### Selected gate families, run 1

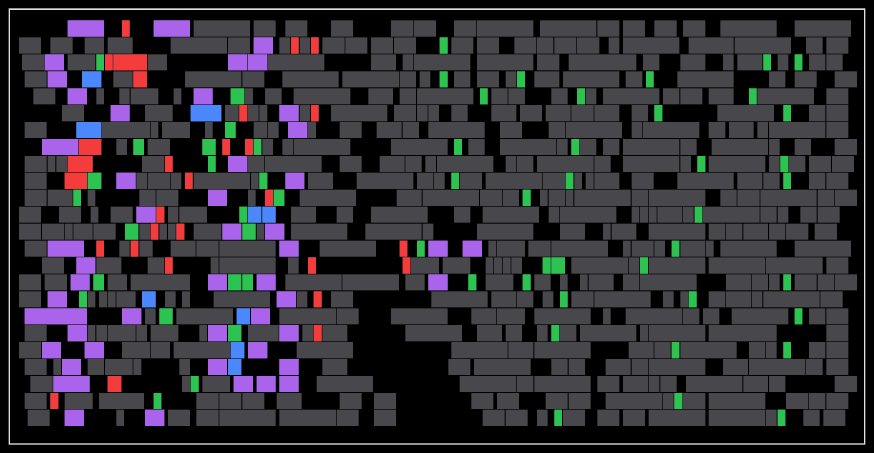
### Sequential cells colored by netlist name, run 1

The bar under the picture is 50 um long.
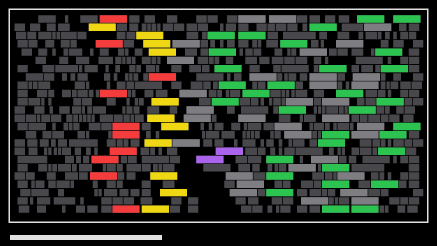
### Congestion heat map, run 1

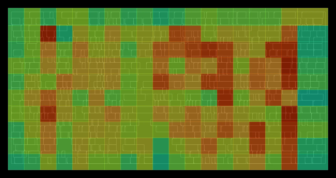
### Cell classes on the final placement, run 1

The bar under the picture is 50 um long.
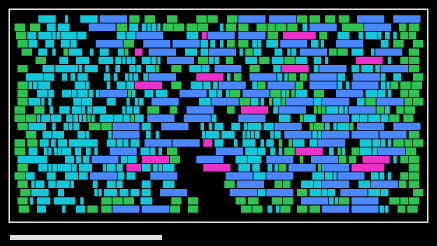
<file path="src/rtl/fifo_rd_ctrl.sv">
// Read-side controller of the dual-clock FIFO: owns the read pointer, issues
// 1-cycle-latency RAM reads and streams words out through a 2-entry buffer.
module fifo_rd_ctrl #(
    parameter int unsigned ADDR_WIDTH    = 10,
    parameter int unsigned DATA_WIDTH    = 32,
    parameter int unsigned AEMPTY_THRESH = 4
) (
    input  logic                  sync_clk,
    input  logic                  rst_n,
    input  logic [ADDR_WIDTH:0]   wptr_gray_sync,
    output logic [ADDR_WIDTH:0]   rptr_gray,
    output logic                  mem_ren,
    output logic [ADDR_WIDTH-1:0] mem_raddr,
    input  logic [DATA_WIDTH-1:0] mem_rdata,
    output logic                  m_valid,
    input  logic                  m_ready,
    output logic [DATA_WIDTH-1:0] m_data,
    output logic [ADDR_WIDTH:0]   rd_count,
    output logic                  empty,
    output logic                  aempty
);

    localparam int unsigned PW = ADDR_WIDTH + 1;

    logic [PW-1:0]         rbin;
    logic [PW-1:0]         rbin_nxt;
    logic [PW-1:0]         wbin;
    logic [1:0]            buf_cnt;
    logic                  inflight;
    logic [1:0]            occ;
    logic                  pop;
    logic [DATA_WIDTH-1:0] buf_q [2];

    // Gray-to-binary: each binary bit is the XOR of all Gray bits at or above it
    for (genvar i = 0; i < PW; i++) begin : g_g2b
        assign wbin[i] = ^wptr_gray_sync[PW-1:i];
    end

    assign rd_count = wbin - rbin;
    assign empty    = (rd_count == '0);
    assign aempty   = (rd_count <= PW'(AEMPTY_THRESH));

    assign occ      = buf_cnt + {1'b0, inflight};
    assign m_valid  = (buf_cnt != 2'd0);
    assign m_data   = buf_q[0];
    assign pop      = m_valid & m_ready;

    // A slot frees up in the same cycle as a pop, so issue against it for full rate
    assign mem_ren   = !empty && ((occ < 2'd2) || ((occ == 2'd2) && pop));
    assign mem_raddr = rbin[ADDR_WIDTH-1:0];
    assign rbin_nxt  = rbin + PW'(1);

    // Read pointer, binary and Gray copies advance together
    always_ff @(posedge sync_clk or negedge rst_n) begin
        if (!rst_n) begin
            rbin      <= '0;
            rptr_gray <= '0;
        end else if (mem_ren) begin
            rbin      <= rbin_nxt;
            rptr_gray <= rbin_nxt ^ (rbin_nxt >> 1);
        end
    end

    // Output buffer: in-order 2-entry FIFO, head in buf_q[0]
    always_ff @(posedge sync_clk or negedge rst_n) begin
        if (!rst_n) begin
            inflight <= 1'b0;
            buf_cnt  <= 2'd0;
            buf_q[0] <= '0;
            buf_q[1] <= '0;
        end else begin
            inflight <= mem_ren;
            case ({pop, inflight})
                2'b10: begin
                    buf_q[0] <= buf_q[1];
                    buf_cnt  <= buf_cnt - 2'd1;
                end
                2'b01: begin
                    if (buf_cnt == 2'd0) begin
                        buf_q[0] <= mem_rdata;
                    end else begin
                        buf_q[1] <= mem_rdata;
                    end
                    buf_cnt <= buf_cnt + 2'd1;
                end
                2'b11: begin
                    if (buf_cnt == 2'd1) begin
                        buf_q[0] <= mem_rdata;
                    end else begin
                        buf_q[0] <= buf_q[1];
                        buf_q[1] <= mem_rdata;
                    end
                end
                default: ;
            endcase
        end
    end

endmodule

</file>
<file path="config.mk">
export PLATFORM = sky130hd
export DESIGN_NAME = fifo_rd_ctrl
export DESIGN_NICKNAME = d
export VERILOG_FILES = /design/src/rtl/fifo_rd_ctrl.sv
export SDC_FILE = /design/constraint.sdc
export NUM_CORES = 1
export LEC_CHECK = 0
export CAP_MARGIN = 25
export CORE_ASPECT_RATIO = 0.5
export CORE_UTILIZATION = 55
export CTS_CLUSTER_DIAMETER = 150
export CTS_CLUSTER_SIZE = 10
export DETAILED_ROUTE_END_ITERATION = 6
export GPL_TIMING_DRIVEN = 0
export PLACE_DENSITY_LB_ADDON = 0.2
export SLEW_MARGIN = 20
export SYNTH_ARGS = -nofsm -noshare
export SYNTH_HDL_FRONTEND = slang
export SYNTH_SLANG_ARGS = --single-unit
</file>
<file path="constraint.sdc">
create_clock -name sync_clk -period 18.6 [get_ports sync_clk]
set_input_delay 3.72 -clock sync_clk [delete_from_list [all_inputs] [get_ports sync_clk]]
set_output_delay 3.72 -clock sync_clk [all_outputs]
set_load 0.02 [all_outputs]
</file>
==> out/notes.md, run 1 <==
The count of inserted antenna diode cells came out at 0. The logic gate fraction of the total cell area was 0.357; the placer's final routability congestion estimate was 0.848. The critical path maximum fanout is 11. The biggest cell delay along the critical path was 0.62 ns. The first global-routing pass estimated 18000 um of wire. The effective utilization at floorplan was 0.572. The data arrival at the endpoint of the critical path was 9.03 ns; the maximum VDD drop was 0.227 mV.

The run gives 0.240 for the part of the total power dissipated in sequential elements. After synthesis, the cell types taking the most area are sky130_fd_sc_hd__dfrtp_1 (44%), sky130_fd_sc_hd__mux2_2 (8.1%), sky130_fd_sc_hd__xnor2_1 (5.9%), sky130_fd_sc_hd__a22oi_1 (4.9%), sky130_fd_sc_hd__buf_4 (4.9%). Per the cell usage report, the commonest logic cells after layout are sky130_fd_sc_hd__clkdlybuf4s50_1 (112), sky130_fd_sc_hd__dfrtp_1 (88), sky130_fd_sc_hd__nand2_1 (45). The highest metal layer carrying signal wires in the routed design is met4.

Across all stage logs, warnings added up to 28. The first routing iteration left 113 violations. Hold is met by 0.483 ns. STA classifies the critical path endpoint as an output port.

The area fraction in and, or, nand and nor cells was 0.0928; the power consumed by sequential cells was 0.000345 W. For this block, the routed nets add up to 10900 um of wire. The tools report the final-report max-slew violation count as 0. The run finished with clean final reports.

The fraction of area in non-clock buffers is 0.226. The half-perimeter wire length after placement was 7900 um; the standard cell area after detailed placement was 6320 sq um. With the data required time at the worst endpoint at 14.88 ns, the clock buffer instance count of the final layout is 10. Hold analysis shows the worst path with a depth of 2. The power report lists the clock group at 0.000192 W. The die is 69.6 um tall.

The detail route stage leaves a number of antenna-violating nets equal to 0. Yosys printed 0 warnings. Cell internal power was estimated by the tool at 0.000841 W.

Remaining global-route overflow: 0. The setup clock skew after layout was 0.00910 ns; the leakage dissipation was 2.89 nW. The clock tree synthesis step divided the H-tree into 3 levels.

The floorplan net count came out at 548. Launch point of the worst hold path: m_data[25]$_DFFE_PN0P_. The run gives 5030 sq um for the combined area of all synthesized cells.

The critical path is of the primary input to output port type. The run gives 731 for the non-filler instance count after layout. The tools report the length of routed met3 wiring as 532 um. The routed design uses 5530 um of met2 wire. In the CTS report, the clock slew at the register clock pins of the worst setup and hold paths is listed as 0.06 ns. Post-synthesis cell type with the largest combined area: sky130_fd_sc_hd__dfrtp_1. Compound-gate portion of the synthesized area: 0.150.

For the via count of the first global-routing pass, the log shows 3837. The run gives 4 for the total buffers and inverters traversed by the critical path. The run gives 3869 for the overall via count from detail_route. The run gives 716 for the total placed cells including tap cells.

TritonCTS built the clock tree. After clock tree synthesis, the repair step resized 0 gates. The ratio of cells with drive above 1 in the final layout is 0.181, and the sum of negative setup slack is 0 ns. The Yosys chip area came out at 5030 sq um. Yosys instantiated no cell more often than sky130_fd_sc_hd__dfrtp_1. Setup repair after global routing left no endpoint under its margin.

TritonCTS created 9 clock buffers. The non-clock buffer instance count of the final layout is 170. The tools report the number of setup buffers added after CTS as 0.
About 'Selected gate families':
Key: AND and OR gates = blue [cells 9]; NOR gates = red [cells 29]; XOR/XNOR gates = purple [cells 49]; NAND gates = green [cells 59, where all over the die]

About 'Sequential cells colored by netlist name':
Key: `buf_cnt` = purple [flops 2]; `m_data` = green [flops 32]; `rbin` = red [flops 10]; `rptr_gray` = yellow [flops 11]
final core utilization: 0.755
sequential fraction of total cell area: 0.331

About 'Congestion heat map':
met1 global-route usage: 0.303
global-route track usage on met3: 0.0621
All-Layer GR Usage: 0.243
average detailed-routed wire length per instance: 14.9 um
highest-utilization routing layer at the global route stage: met2

About 'Cell classes on the final placement':
Key: other buffers and delay cells = green [cells 170]; clock drivers and dummy loads = magenta [cells 15]; combinational and other logic = cyan [cells 341]; flops = blue [cells 88]

[run 1: worst max-delay path by stage]
stage	cells past startpoint	end	slack (ns)	from
after floorplan	18	mem_ren	7.50	wptr_gray_sync[10]
after global placement	20	mem_ren	5.90	wptr_gray_sync[10]
after detailed placement	20	mem_ren	5.80	wptr_gray_sync[10]
after CTS	20	mem_ren	5.81	wptr_gray_sync[10]
after global routing	20	mem_ren	5.47	wptr_gray_sync[10]
final	20	mem_ren	5.85	wptr_gray_sync[10]
[run 1: state kept, by name, indices dropped and copies added, names as in the netlist]
| signal | cells |
|---|---|
| rptr_gray | 11 |
| inflight | 1 |
| buf_q | 32 |
| m_data | 32 |
| buf_cnt | 2 |
| rbin | 10 |
==> inputs of run 2 (changes only) <==
Settings changed: CORE_UTILIZATION 55 to 51.
Clock period 18.6 ns to 12.8 ns, I/O delays scaled along.
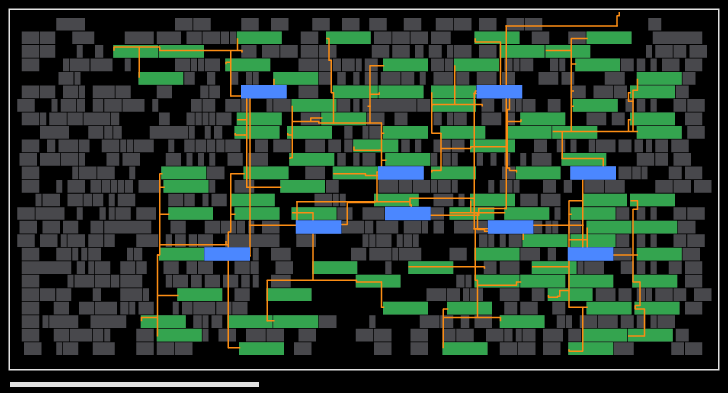
*Clock distribution, run 2*
The bar under the picture is 50 um long.
Key: flip-flops = green [count 88]; clock drivers = blue [count 9]; clock wires = orange [length 1000 um]
Position of the flops: all over the die. There are 10 routed clock nets.
clock latency on the worst-skew pair: 0.33 ns
clock power share: 0.136
clock group power: 0.000283 W

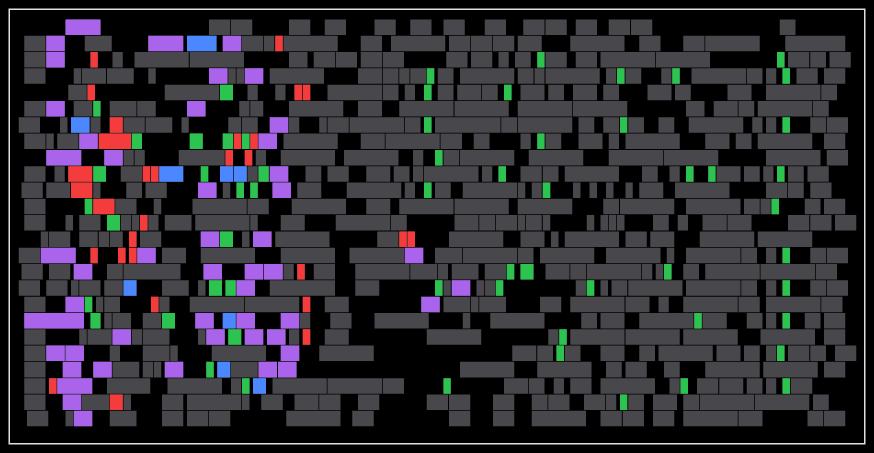
*Selected gate families, run 2*
Key: AND and OR gates = blue [cells 9]; XOR/XNOR gates = purple [cells 49]; NAND gates = green [cells 59, where all over the die]; NOR gates = red [cells 29]

==> run 2 against run 1 <==
  * Via count fell by 1.4%
  * Count of clock-buffer cells in the layout decreased by 1
  * Synthesized cell count unchanged
  * Worst hold slack got worse by 0.0061 ns
  * Core utilization shrank 5.2 points
  * Combinational power is 44% higher
  * Largest cell class unchanged
  * Design area is 0.58% higher
  * Critical endpoint unchanged
==> out/notes.md, run 2 <==
The run finished with clean final reports. The final timing report lists clock skew as 0.00403 ns. The compound-gate portion of the synthesized area is 0.150, and the total CTS buffers is 9. In this run the worst setup path begins at wptr_gray_sync[10]. Ranking logic cells in the layout by count gives the top entries sky130_fd_sc_hd__clkdlybuf4s50_1 (112), sky130_fd_sc_hd__dfrtp_1 (88), sky130_fd_sc_hd__nand2_1 (45). For the effective utilization at floorplan, the log shows 0.529. The floorplan net count is 548, and the total of warnings raised by yosys is 0. Synthesis instantiated 51 different standard cells from the library.

Walking the critical path from launch to capture passes 20 cell instances. The area fraction in full adders, half adders and majority gates is 0.0438. The worst-case IR drop observed on VDD is 0.337 mV.

Smallest hold slack: 0.477 ns. The main area contributors are sky130_fd_sc_hd__dfrtp_1 (44%), sky130_fd_sc_hd__mux2_2 (8.1%), sky130_fd_sc_hd__xnor2_1 (5.9%), sky130_fd_sc_hd__a22oi_1 (4.9%), sky130_fd_sc_hd__buf_4 (4.9%). The run gives 0.0928 for the area fraction in and, or, nand and nor cells. Summed over all failing endpoints, the final setup total negative slack is 0 ns.

Post-CTS repair changed the size of 0 cells. The run gives 0.703 as the post-layout utilization of the core. Summed over all instances, the cell type with the most area after synthesis is sky130_fd_sc_hd__dfrtp_1. The clock buffer instance count of the final layout was 9; the combinational gate area was 2370 sq um. The non-clock buffer instance count of the final layout works out to 170. Setup repair after global routing left no endpoint under its margin. Standard cell area after detailed placement: 6350 sq um.

In the final report, the number of pins over their slew limit comes to 0. The total buffers and inverters traversed by the critical path was 4. In this run the most critical hold path is launched from m_data[8]$_DFFE_PN0P_. The tool warning count for the run is 28. With the half-perimeter wire length after placement at 7740 um, the sequential share of cell area is 0.329. The logs give 10.24 ns for the data required time at the worst endpoint and 17600 um for the global-route wire length before repair. The iteration count recorded for the first detailed-route pass is 4.

For this block, the via count after detailed routing is 3815. The worst setup path is captured at an output port. For the worst setup path, the data arrival time is 7.80 ns.

The number of antenna diodes in the final layout is 0. With the largest fanout on the critical path at 11, the ratio of cells with drive above 1 in the final layout is 0.182. After detailed placement, the design holds a cell count of 734.

In the CTS report, the clock slew at the register clock pins of the worst setup and hold paths is listed as 0.07 ns. The commonest cells after synthesis are sky130_fd_sc_hd__dfrtp_1 (88), sky130_fd_sc_hd__nand2_1 (45), sky130_fd_sc_hd__mux2_2 (36), sky130_fd_sc_hd__o21ai_0 (36), sky130_fd_sc_hd__xnor2_1 (34). The tools report the global router's overall resource usage as 0.218. Number of stages on the worst hold path: 2.

The completed layout was analyzed and its total power is 0.00208 W. The run gives 0 as the number of setup buffers added after CTS. Derived from the worst setup path, the maximum achievable clock frequency is 0.0965 GHz. The count of nets left with antenna violations once routing finished came out at 0. Yosys reports a chip area of 5030 sq um. TritonCTS built the clock tree.

The area fraction of the dominant cell type after synthesis was 0.438; the overall routed net length was 10400 um. The critical path is of the primary input to output port type. The clock tree synthesis step divided the H-tree into 3 levels. The tools report the internal power as 0.00122 W.

The classification of the worst-slack hold path was register to register. The synthesis stats list as the most numerous cell sky130_fd_sc_hd__dfrtp_1. The run gives 2.90 nW for the leakage dissipation. Remaining global-route overflow: 0. For the part of the total power dissipated in sequential elements, the log shows 0.240. At the end of routability-driven placement, the weighted congestion stood at 0.863. Per the timing report, the most critical flop-to-flop path originates at rbin[5]$_DFFE_PN0P_. The largest single stage delay on the critical path is 0.62 ns. The number of I/O port buffers is 113, and the fraction of power consumed by combinational cells is 0.624. Combined area of all synthesized cells: 5030 sq um. In this run, the number of DRC markers left after iteration 0 of detailed routing was 129.

Endpoint of the most critical setup path: mem_ren. The die outline height was 72.2 um. The logs give 9510 sq um for the core outline area and 3760 for the via count of the first global-routing pass. In the final routed layout, each cell accounts on average for 13.9 um. For the pin with the worst max-slew slack, the measured transition is 0.677 ns.

With the fraction of area in non-clock buffers at 0.225, the total of flip-flops plus latches after synthesis is 88. The logic gate fraction of the total cell area works out to 0.355. In this run the power spent charging and discharging nets is 0.000859 W. The final report lists a non-filler cell total of 750.
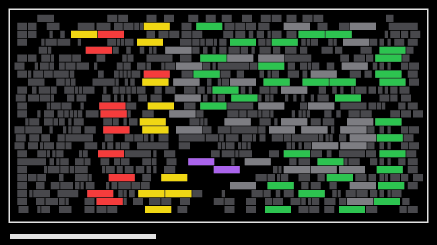
*Sequential cells colored by netlist name, run 2*
The bar under the picture is 50 um long.
Key: `buf_cnt` = purple [flops 2]; `rbin` = red [flops 10]; `m_data` = green [flops 32]; `rptr_gray` = yellow [flops 11]

run 2: cell counts after synthesis:
No cell type changed its count.
run 2: layer usage:
metal | vias to the layer above | global-route usage | wire [um]
met2 | 88 | 0.397 | 5160
met4 | 0 | 0.0765 | 173
met3 | 16 | 0.0475 | 474
li1 | 1883 | - | -
met1 | 1828 | 0.259 | 4620
met5 | - | 0 | 0
run 2: power by group through the flow:
stage          Sequential (W)  Combinational (W)  Clock, W
5_1_grt              0.000516            0.00141  0.000297
2_1_floorplan        0.000515           0.000863         0
4_1_cts              0.000499            0.00131  0.000289
3_3_place_gp         0.000495            0.00127         0
3_5_place_dp         0.000503            0.00130         0
6_report             0.000498            0.00130  0.000283
Power figures rest on the tool's default switching activity, not on a simulated workload.
